==> images/util_map.png <==
38 x 35 tiles, from white (low) to dark blue (high), 0 to 100% covered.
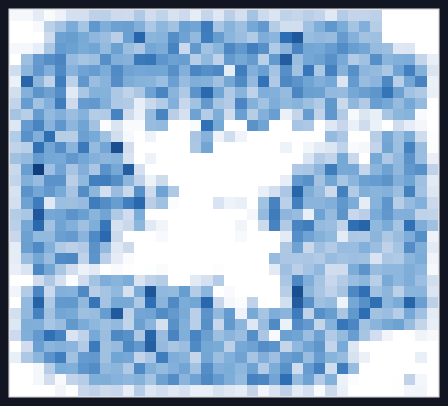
==> images/layers.png <==
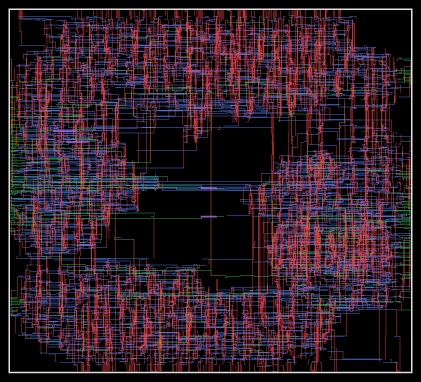
==> images/m2.png <==
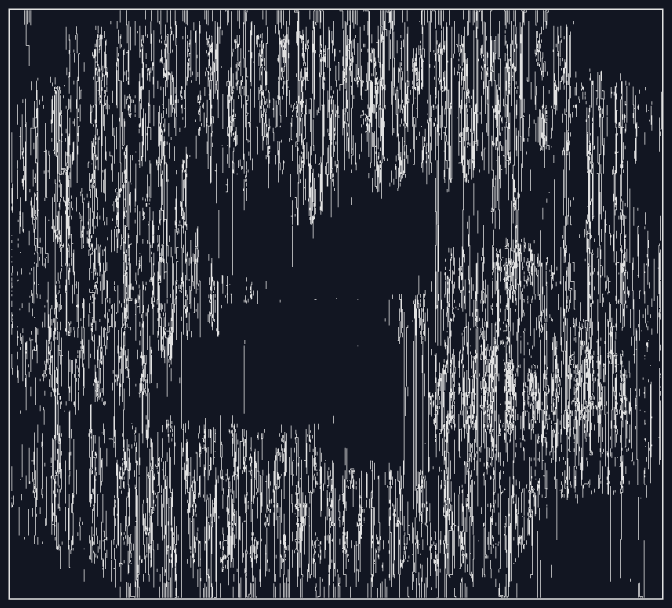
<file path="config.mk">
export PLATFORM = sky130hd
export DESIGN_NAME = exu_alu_issue_sched
export DESIGN_NICKNAME = d
export VERILOG_FILES = /design/src/rtl/exu_alu_issue_sched.sv
export SDC_FILE = /design/constraint.sdc
export NUM_CORES = 1
export LEC_CHECK = 0
export ABC_AREA = 1
export CAP_MARGIN = 20
export CORE_ASPECT_RATIO = 0.9
export CORE_MARGIN = 4
export CORE_UTILIZATION = 30
export DETAILED_ROUTE_END_ITERATION = 10
export PLACE_DENSITY = 0.46
export REMOVE_ABC_BUFFERS = 1
export SYNTH_ARGS = -nofsm -noshare
export SYNTH_HDL_FRONTEND = slang
export SYNTH_SLANG_ARGS = --single-unit
</file>
<file path="constraint.sdc">
create_clock -name clk -period 11.7 [get_ports clk]
set_clock_uncertainty 0.1 [all_clocks]
set_input_delay 1.755 -clock clk [delete_from_list [all_inputs] [get_ports clk]]
set_output_delay 1.755 -clock clk [all_outputs]
set_load 0.01 [all_outputs]
</file>
<file path="src/rtl/exu_alu_issue_sched.sv">
// Out-of-order ALU issue scheduler: holds dispatched uops, wakes sources on writeback
// broadcasts and issues the oldest ready uop each cycle through a registered output stage.
module exu_alu_issue_sched #(
    parameter int DEPTH     = 4,
    parameter int PAYLOAD_W = 160
) (
    input  logic                 clk,
    input  logic                 rst_clk,
    input  logic                 rtu_global_flush,
    input  logic                 idu_sched_dis_vld,
    input  logic [3:0]           idu_sched_dis_iid,
    input  logic                 idu_sched_dis_psrc1_vld,
    input  logic [5:0]           idu_sched_dis_psrc1,
    input  logic                 idu_sched_dis_psrc1_rdy,
    input  logic                 idu_sched_dis_psrc2_vld,
    input  logic [5:0]           idu_sched_dis_psrc2,
    input  logic                 idu_sched_dis_psrc2_rdy,
    input  logic [PAYLOAD_W-1:0] idu_sched_dis_payload,
    output logic                 sched_idu_full,
    input  logic                 wb0_vld,
    input  logic [5:0]           wb0_preg,
    input  logic                 wb1_vld,
    input  logic [5:0]           wb1_preg,
    output logic                 sched_exu_alu_vld,
    output logic [3:0]           sched_exu_alu_iid,
    output logic [5:0]           sched_exu_alu_psrc1,
    output logic [5:0]           sched_exu_alu_psrc2,
    output logic [PAYLOAD_W-1:0] sched_exu_alu_payload
);

    localparam int IDX_W = $clog2(DEPTH);

    logic [DEPTH-1:0]     vld_q, vld_d;
    logic [DEPTH-1:0]     rdy1_q, rdy1_d, rdy2_q, rdy2_d;
    logic [3:0]           iid_q  [DEPTH];
    logic [3:0]           iid_d  [DEPTH];
    logic [5:0]           src1_q [DEPTH];
    logic [5:0]           src1_d [DEPTH];
    logic [5:0]           src2_q [DEPTH];
    logic [5:0]           src2_d [DEPTH];
    logic [PAYLOAD_W-1:0] pl_q   [DEPTH];
    logic [PAYLOAD_W-1:0] pl_d   [DEPTH];
    // age_q[i][j] set means entry i is older than entry j
    logic [DEPTH-1:0]     age_q  [DEPTH];
    logic [DEPTH-1:0]     age_d  [DEPTH];

    logic                 out_vld_q, out_vld_d;
    logic [3:0]           out_iid_q, out_iid_d;
    logic [5:0]           out_src1_q, out_src1_d;
    logic [5:0]           out_src2_q, out_src2_d;
    logic [PAYLOAD_W-1:0] out_pl_q, out_pl_d;

    logic [DEPTH-1:0]     req, gnt;
    logic                 dis_acc;
    logic [IDX_W-1:0]     alloc_idx;

    function automatic logic wake(input logic [5:0] tag, input logic v0, input logic [5:0] t0,
                                  input logic v1, input logic [5:0] t1);
        return (v0 && (t0 == tag)) || (v1 && (t1 == tag));
    endfunction

    assign sched_idu_full = &vld_q;
    assign dis_acc        = idu_sched_dis_vld && !sched_idu_full;

    always_comb begin
        req = vld_q & rdy1_q & rdy2_q;
        gnt = req;
        for (int i = 0; i < DEPTH; i++)
            for (int j = 0; j < DEPTH; j++)
                if (req[j] && age_q[j][i]) gnt[i] = 1'b0;
        alloc_idx = '0;
        for (int i = DEPTH - 1; i >= 0; i--)
            if (!vld_q[i]) alloc_idx = IDX_W'(i);
    end

    always_comb begin
        vld_d  = vld_q & ~gnt;
        rdy1_d = rdy1_q;
        rdy2_d = rdy2_q;
        iid_d  = iid_q;
        src1_d = src1_q;
        src2_d = src2_q;
        pl_d   = pl_q;
        age_d  = age_q;
        out_vld_d  = |gnt;
        out_iid_d  = '0;
        out_src1_d = '0;
        out_src2_d = '0;
        out_pl_d   = '0;
        for (int i = 0; i < DEPTH; i++) begin
            if (gnt[i]) begin
                out_iid_d  = iid_q[i];
                out_src1_d = src1_q[i];
                out_src2_d = src2_q[i];
                out_pl_d   = pl_q[i];
            end
            if (vld_q[i] && wake(src1_q[i], wb0_vld, wb0_preg, wb1_vld, wb1_preg)) rdy1_d[i] = 1'b1;
            if (vld_q[i] && wake(src2_q[i], wb0_vld, wb0_preg, wb1_vld, wb1_preg)) rdy2_d[i] = 1'b1;
        end
        if (dis_acc) begin
            vld_d[alloc_idx]  = 1'b1;
            iid_d[alloc_idx]  = idu_sched_dis_iid;
            src1_d[alloc_idx] = idu_sched_dis_psrc1;
            src2_d[alloc_idx] = idu_sched_dis_psrc2;
            pl_d[alloc_idx]   = idu_sched_dis_payload;
            rdy1_d[alloc_idx] = !idu_sched_dis_psrc1_vld || idu_sched_dis_psrc1_rdy ||
                                wake(idu_sched_dis_psrc1, wb0_vld, wb0_preg, wb1_vld, wb1_preg);
            rdy2_d[alloc_idx] = !idu_sched_dis_psrc2_vld || idu_sched_dis_psrc2_rdy ||
                                wake(idu_sched_dis_psrc2, wb0_vld, wb0_preg, wb1_vld, wb1_preg);
            // Rewrite the new entry's whole row and column so stale age bits never survive reuse
            for (int j = 0; j < DEPTH; j++) begin
                age_d[alloc_idx][j] = 1'b0;
                age_d[j][alloc_idx] = vld_q[j];
            end
        end
        if (rtu_global_flush) begin
            vld_d      = '0;
            out_vld_d  = 1'b0;
            out_iid_d  = '0;
            out_src1_d = '0;
            out_src2_d = '0;
            out_pl_d   = '0;
            for (int i = 0; i < DEPTH; i++) age_d[i] = '0;
        end
    end

    always_ff @(posedge clk or negedge rst_clk) begin
        if (!rst_clk) begin
            vld_q      <= '0;
            out_vld_q  <= 1'b0;
            out_iid_q  <= '0;
            out_src1_q <= '0;
            out_src2_q <= '0;
            out_pl_q   <= '0;
            for (int i = 0; i < DEPTH; i++) age_q[i] <= '0;
        end else begin
            vld_q      <= vld_d;
            out_vld_q  <= out_vld_d;
            out_iid_q  <= out_iid_d;
            out_src1_q <= out_src1_d;
            out_src2_q <= out_src2_d;
            out_pl_q   <= out_pl_d;
            age_q      <= age_d;
        end
    end

    // Entry contents are qualified by vld_q, so they carry no reset
    always_ff @(posedge clk) begin
        rdy1_q <= rdy1_d;
        rdy2_q <= rdy2_d;
        iid_q  <= iid_d;
        src1_q <= src1_d;
        src2_q <= src2_d;
        pl_q   <= pl_d;
    end

    assign sched_exu_alu_vld     = out_vld_q;
    assign sched_exu_alu_iid     = out_iid_q;
    assign sched_exu_alu_psrc1   = out_src1_q;
    assign sched_exu_alu_psrc2   = out_src2_q;
    assign sched_exu_alu_payload = out_pl_q;

endmodule

</file>
==> Changelog: implementation <==
### Physical design

* Tightest Pin Transition at around 1200 ps
* Site Rows at 123
* Critical-path cell list: nand2_1 -> nor2_1 -> clkdlybuf4s50_1
* Inverters, non-clock at roughly 450
* Vias in the first global route at 24949
* Flops & latches, synth at approximately 910
* CTS tree: built
* R2R Setup Slk at ~8000 ps
* Cts repair resizes at 0
* Unique cell types at 41
* Post-layout net count at ~3900
* Cell internal pwr at just under 6 mW
* Crit path to: sched_idu_full
* Dominant logic cell type in the layout: edfxtp_1
* Die W at ~380 um
* Number of max-cap violations at 0
* Status: completed
* Unrepaired setup endpoints after global routing: false
* Worst reg2reg path depth at 9
* Nonclk buf count at 413
* Die area at around 130000 um^2
* Ys Warns at 0
* Largest cell class: flip-flops and latches
* Total power at roughly 7.7 mW
* Final HPWL DP at 62800 um
* Log Warnings at 37
* Dominant logic cell types in the final layout: edfxtp_1, nand2_1, nand3_1
* Worst-path maximum fanout at 9
* Worst R2R Start: vld_q[2]
* DRT met1 WL at ~53000 um
* Top area contributor share at 55.84%
* Logic area at just under 9000 um^2
* First-pass GRT wire length at around 170000 um
* Seq area share at a little under three fifths
* Clk tree area frac at roughly 7.5%
* Gr busiest metal: met2
* FILL cells at approximately 12000
* Setup ws final at ~7500 ps
* Count of multi-input gates at 1868
* P_leak at about 18 nW
* Layout Cells excl Fill at about 5500
* Clock power share at ~43%
* DR WL met3 at around 6000 um
* Crit path buf inv count at 1
* Placed cell area at between 40000 and 50000 um^2
* Hold_ws at slightly below 400 ps
* Clk pwr at between 3 and 4 mW
* Synth cell count leaders: edfxtp_1, nand2_1, nand3_1, inv_1, o21ai_0
* Setup_tns at 0 ps
* Initial antenna violation count at 7
* Fmax at 0.2363 GHz
* Layout clock buffers at around 150
* Reported net switching power at ~1.8 mW
* Crit path DAT at between 2000 and 2500 ps
* Starting DRC count in detailed routing at between 1500 and 2000
* Slew HR at a little under a quarter
* Worst Path Required at approximately 9900 ps
* Buffer share of cell area at around 9%
* Root Driver: clkbuf_16
* Pre-Repair DR Iteration Count at 5
* Netlist Area Pre-Place at about 38000 um^2
* Comb pwr share at slightly below 9%
* Port Buf Inserts at ~380
* IO Pins at between 300 and 400
* CP startpoint: vld_q[0]
* Layout cells sized above 1 at approximately 11%
* Fin. Hold Viols at 0
* Synth Area in Compound Gates at 6.038%
* Logic share of the area at about a fifth
* Type of origin of the critical path: flip-flop
* Antenna diode count at 4
* Basic Gates by Area at approximately 17%
* Slowest CP cell: clkdlybuf4s50_1
* Latency at later pin at around 700 ps
* Num sequential at between 900 and 1000
* Finished Cell Area at about 47000 um^2
* Grt met1 use at a little under a quarter
* XOR/XNOR Area Share at 0.4396%
* Cell area leaders: edfxtp_1, dfrtp_1, nand3_1
* Largest register FFs at ~640
* Drt drc at 0
* # hold bufs at CTS at 0
* Largest Register: pl_q
* Peak supply drop at about 0.00011 V
* Cell taking the most area after synthesis: edfxtp_1
* Placed Cells at roughly 5300
* Hold Crit Depth at 2
-- util_map.png (at the start) --
emptiest ninth of the die: center
mean over tiles: 34%
tiles over 75% full: 2.0%
nearly empty tiles: 18%
fullest tile: 95%
fp_density: 30.26%
Util after Layout: 37.17%
Core Box Area: 125100 um^2

-- layers.png (at the start) --
legend:
  blue:
    layer: M1
    wire_length: 53.2 mm
  red:
    layer: M2
    wire_length: 52.5 mm
  green:
    layer: M3
    wire_length: 6070 um
  purple:
    layer: M5
    wire_length: 66.2 um
  orange:
    layer: M4
    wire_length: 2210 um
overall routing resource usage: 16.94%
Vias: 25550
Avg WL per Cell: 20.64 um
total routed wirelength: 114100 um

-- m2.png (at the start) --
share of all routed wire: 46%
main direction: vertical
nets with wire on the layer: 2792
longest straight run: 112 um
wire length on this layer: 52.5 mm
met2 GRT Util: 26.99%

No activity file was given, so power comes from the tool's default toggle rates.
